Design drv_keypad_scan, sky130hd; sources not shown.
Fig. 1: run 1, cell density map
Scale: 4 px per um. 10 x 10 tiles, from black (low) to pale yellow (high), 0 to 100% covered.
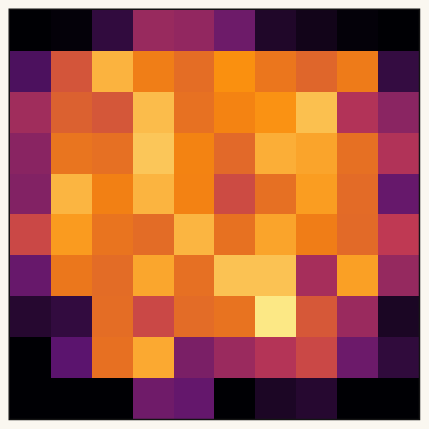
- mean over tiles: 50%
- densest ninth of the die: centre
- tiles over 75% full: 20%
- nearly empty tiles: 11%
- fullest tile: 95%
Starting Density: 0.523
core footprint: 8850 sq um
Finished Core Util: 0.601

Fig. 2: run 1, the clock network
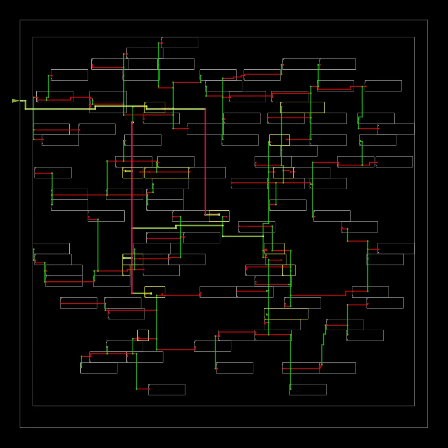
clk sinks: 93
clkbuf count: 9
Fin Clk Skew: 0.0137 ns

Fig. 3: run 1, routed metal, one colour a layer
Scale: 3 px per um.
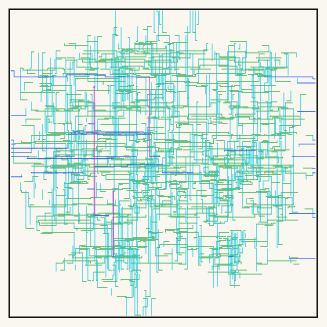
- blue: met3 (wire length 326 um)
- green: met1 (wire length 3,980 um)
- magenta: met4 (wire length 91.1 um)
- cyan: met2 (wire length 4,440 um)
via count: 2,900
WL final: 8840 um
All-Layer GR Usage: 0.189
routed len/inst: 17.4 um

==> results.cfg, run 1 <==
; generated from flow reports
[setup_path]
cp_top_family = flip-flops
max_stage_delay_ns = 1.02
crit_buf_inv = 2
path_cells = inv_1, ha_1, nand2_1, clkdlybuf4s50_1
cp_data_required_time_ns = 7.60
slowest_stage = dfrtp_1
reg2reg_slack_ns = 6.86
crit_path_max_fanout = 24
crit_cells = 4
cp-start-kind = flop

[timing]
period_used_share = 0.452
finalHoldViolations = 0
drv_slew = 35
fmaxAchievable_mhz = 233
final-setup-viol-count = 0

[layout]
largest_reg_flops = 32
num-nonclk-inverters = 14
flop_area_sq_um = 2330
flops = 93
design_area_sq_um = 5320
drive_above_1_share = 0.259
finalNonFillerCells = 509
buffer_area_frac = 0.0732
mostFrequentLayoutCell = dfrtp_1
clkCellAreaFrac = 0.0442
largest_cell_class = flip-flops and latches
comb-cell-share = 0.409
syn2layout_area_growth_pct = 14.9
antennaDiodeCount = 0
logic_area_sq_um = 2180

[logic_synthesis]
postSynthAreaPerCell_sq_um = 12.7
ys_seq_frac = 0.503
most_common_cell = dfrtp_1
synth_top_area_share = 0.503
yosysChipArea_sq_um = 4630

[power_and_ir_drop]
powerDensity_nw_per_um2 = 139
max-vdd-ir-drop_v = 0.0000818
clock_power_share = 0.423
finalPower_uw = 737
seqPwrFrac = 0.546
intPower_uw = 584

[place]
placed_area_sq_um = 5060
dpl.cell_count = 493

[floorplanning]
tap_cells = 108
row_count = 34
die_w_um = 102
die_area_sq_um = 10400

[clocking]
cts-root-buf = clkbuf_8
cts.repair.resized = 0
path_clk_slew_ns = 0.09
clk_path_buf_depth = 2
cts_hold_buf = 0

[drt]
drcViolationCount = 0
drtIter0Drc = 124
vias_per_cell = 5.70

[worst_hold_path]
holdCritPathClass = flop to flop

[flow_run]
warnings = 35
cap_violations = 1

[global_route]
grt_max_degree = 60
antenna_found_initial = 0
grt_pass1_wl_um = 15400

[status]
run_status = finished with violations
violations = capacitance limit, slew limit
run 1: power groups by stage:
stage / clock, uW / sequential, uW / combinational (uW)
finish: 312 / 402 / 22.8
global route: 334 / 403 / 25.8
CTS: 317 / 402 / 24.3
detailed placement: 0 / 410 / 24.2
global placement: 0 / 410 / 22.2
floorplan: 0 / 409 / 15.3
run 1: cells by family (layout without fill, tap and decap cells):
group	count (synthesis)	in the layout	share of synthesized area
compound gates	48	48	0.0684
xor+xnor	9	9	0.0170
fa+ha+maj	17	17	0.0476
buf+inv	29	65	0.0265
flops	93	93	0.503
mux	78	78	0.233
other cells	1	1	0.000811
simple gates	90	90	0.103
run 1: per-layer routing:
metal,GRT usage,routed length [um],vias to the layer above
li1,-,-,1376
met1,0.254,3980,1466
met2,0.317,4440,49
met3,0.0328,326,9
met4,0.0545,91,0
met5,0,0,-
==> run 2: changes to the inputs <==
--- a/config.mk
+++ b/config.mk
@@ -11,7 +11,7 @@
 export CTS_CLUSTER_DIAMETER = 200
 export CTS_CLUSTER_SIZE = 20
 export DETAILED_ROUTE_END_ITERATION = 8
-export PLACE_DENSITY = 0.75
+export PLACE_DENSITY = 0.77
 export RECOVER_POWER = 25
 export SYNTH_ARGS = -nofsm -noshare
 export SYNTH_HDL_FRONTEND = slang
==> constraint.sdc (replaced) <==
create_clock -name i_clk -period 3.4 [get_ports i_clk]
set_input_delay 0.68 -clock i_clk [delete_from_list [all_inputs] [get_ports i_clk]]
set_output_delay 0.68 -clock i_clk [all_outputs]
set_load 0.01 [all_outputs]
Fig. 4: run 2, ports around the boundary
Scale: 4 px per um. Pins as bars across the die edge, other pins in grey.
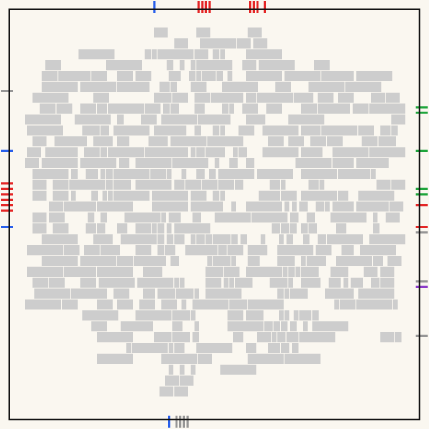
- green: o_code (pins 5; direction output; edge right)
- red: o_state (pins 16; direction output; edge 8 top, 6 left, 2 right)
- purple: o_valid (pins 1; direction output; edge right)
- blue: i_col (pins 4; direction input; edge 2 left, 1 bottom, 1 top)
- all pins by edge: 11 right, 9 left, 9 top, 5 bottom
die width: 102 um
I/O Buffers: 33

Fig. 5: run 2, cell density map
Scale: 4 px per um. 10 x 10 tiles, from black (low) to pale yellow (high), 0 to 100% covered.
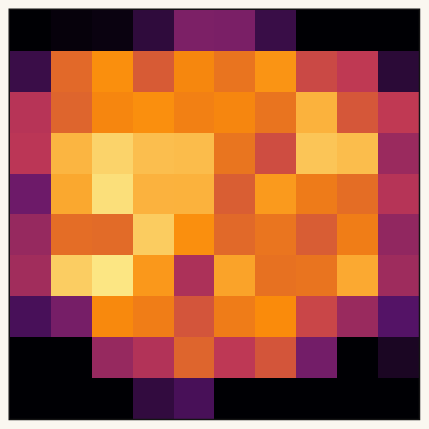
- fullest tile: 95%
- mean over tiles: 49%
- nearly empty tiles: 16%
- tiles over 75% full: 22%
Finished Core Util: 0.596

==> results.cfg, run 2 <==
; generated from flow reports
[drt]
vias_per_cell = 5.82
vias = 2982
drtIter0Drc = 133
top_layer = met4
wl_met3_um = 322
drcViolationCount = 0
firstDrtPassIters = 4
dr_wl_met2_um = 4570
wl_um = 9160

[status]
run_status = finished with violations
violations = capacitance limit, slew limit

[layout]
drive_above_1_share = 0.267
logic_area_sq_um = 2180
num-nonclk-inverters = 14
finalNonFillerCells = 512
flop_area_sq_um = 2330
syn2layout_area_growth_pct = 14.1
comb-cell-share = 0.412
largest_reg_flops = 32
clkCellAreaFrac = 0.0417
clock_buffers = 12
antennaDiodeCount = 0
buffer_area_frac = 0.0692
flops = 93
largest_cell_class = flip-flops and latches
mostFrequentLayoutCell = dfrtp_1
finalNetCount = 423

[logic_synthesis]
aoi_share = 0.0684
postSynthAreaPerCell_sq_um = 12.7
simple_gate_share = 0.103
ys_sh_adder = 0.0476
xor_share = 0.0170
ys_sh_mux = 0.233
most_common_cell = dfrtp_1
common_cells = 93 x dfrtp_1, 56 x mux2_2, 41 x nand2_1
synth_top_area_share = 0.503
netlist_logic_family_top = multiplexers
yosysChipArea_sq_um = 4630
edf_count = 0
ys_seq_frac = 0.503

[setup_path]
cp-start-kind = flop
reg2reg_slack_ns = 0.78
cp_top_family = flip-flops
crit_buf_inv = 1
max_stage_delay_ns = 0.61
endpoint_kind = primary output
crit_cells = 2
cp_data_required_time_ns = 2.72
crit_path_max_fanout = 8
path_cells = mux4_2, clkdlybuf4s50_1
slowest_stage = dfrtp_1

[clocking]
clkSinkCount = 93
path_clk_slew_ns = 0.09
clk_path_buf_depth = 2
cts.repair.resized = 0
cts-root-buf = clkbuf_8
cts_hold_buf = 0
cts_buffers = 9

[flow_run]
cap_violations = 1
warnings = 35

[global_route]
antenna_found_initial = 0
grt.total_usage = 0.188
grt_pass1_wl_um = 15300
grt_max_degree = 40

[timing]
final-setup-viol-count = 0
drv_slew = 40
period_used_share = 0.792
fin_skew_ns = 0.0133
fmaxAchievable_mhz = 371
finalHoldViolations = 0
min_period_ns = 2.69

[floorplanning]
tap_cells = 108
die_area_sq_um = 10400
core_area_sq_um = 8850
fp_util = 0.523

[power_and_ir_drop]
intPower_uw = 1550
seqPwrFrac = 0.569
finalPower_uw = 1980
powerDensity_nw_per_um2 = 375
clock_power_share = 0.399
max-vdd-ir-drop_v = 0.000339

[worst_hold_path]
holdCritPathClass = flop to flop

[place]
hpwl_um = 6600
placed_area_sq_um = 5070
dpl.cell_count = 496
Fig. 6: run 2, cells coloured by class
Scale: 3 px per um.
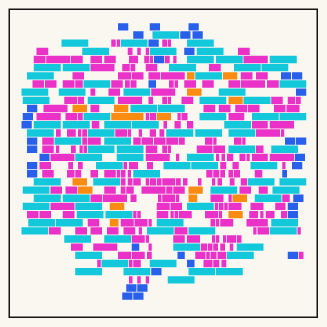
- cyan: flip-flops (cells 93; share of their area 45%)
- magenta: all other logic (cells 257; share of their area 43%)
- orange: clock drivers and dummy loads (cells 16; share of their area 4.3%)
- blue: other buffers and delay cells (cells 38; share of their area 7.1%)
FP Rows: 34
Final Instance Area: 5280 sq um
sequential cell area share: 0.441

-- run 2: cell counts after synthesis --
No cell type changed its count.
-- run 2: logic make-up after synthesis --
family / Yosys count
AND-OR/OR-AND: 48
XOR/XNOR: 9
adder cells (fa/ha/maj): 17
buffers and inverters: 29
flip-flops: 93
multiplexers: 78
other: 1
AND/OR/NAND/NOR: 90
-- run 2: power groups by stage --
stage,logic [uW],clock network [uW],registers (uW)
floorplan,42.8,0,1140
global placement,64.7,0,1140
detailed placement,67.6,0,1150
CTS,68.2,808,1120
global route,71.1,852,1130
finish,63.2,790,1120
-- run 2: layer usage --
metal | up-vias | GRT usage
met1 | 1507 | 0.249
met5 | - | 0
met3 | 12 | 0.0389
li1 | 1394 | -
met4 | 0 | 0.0626
met2 | 69 | 0.311
No activity file was given, so power comes from the tool's default toggle rates.
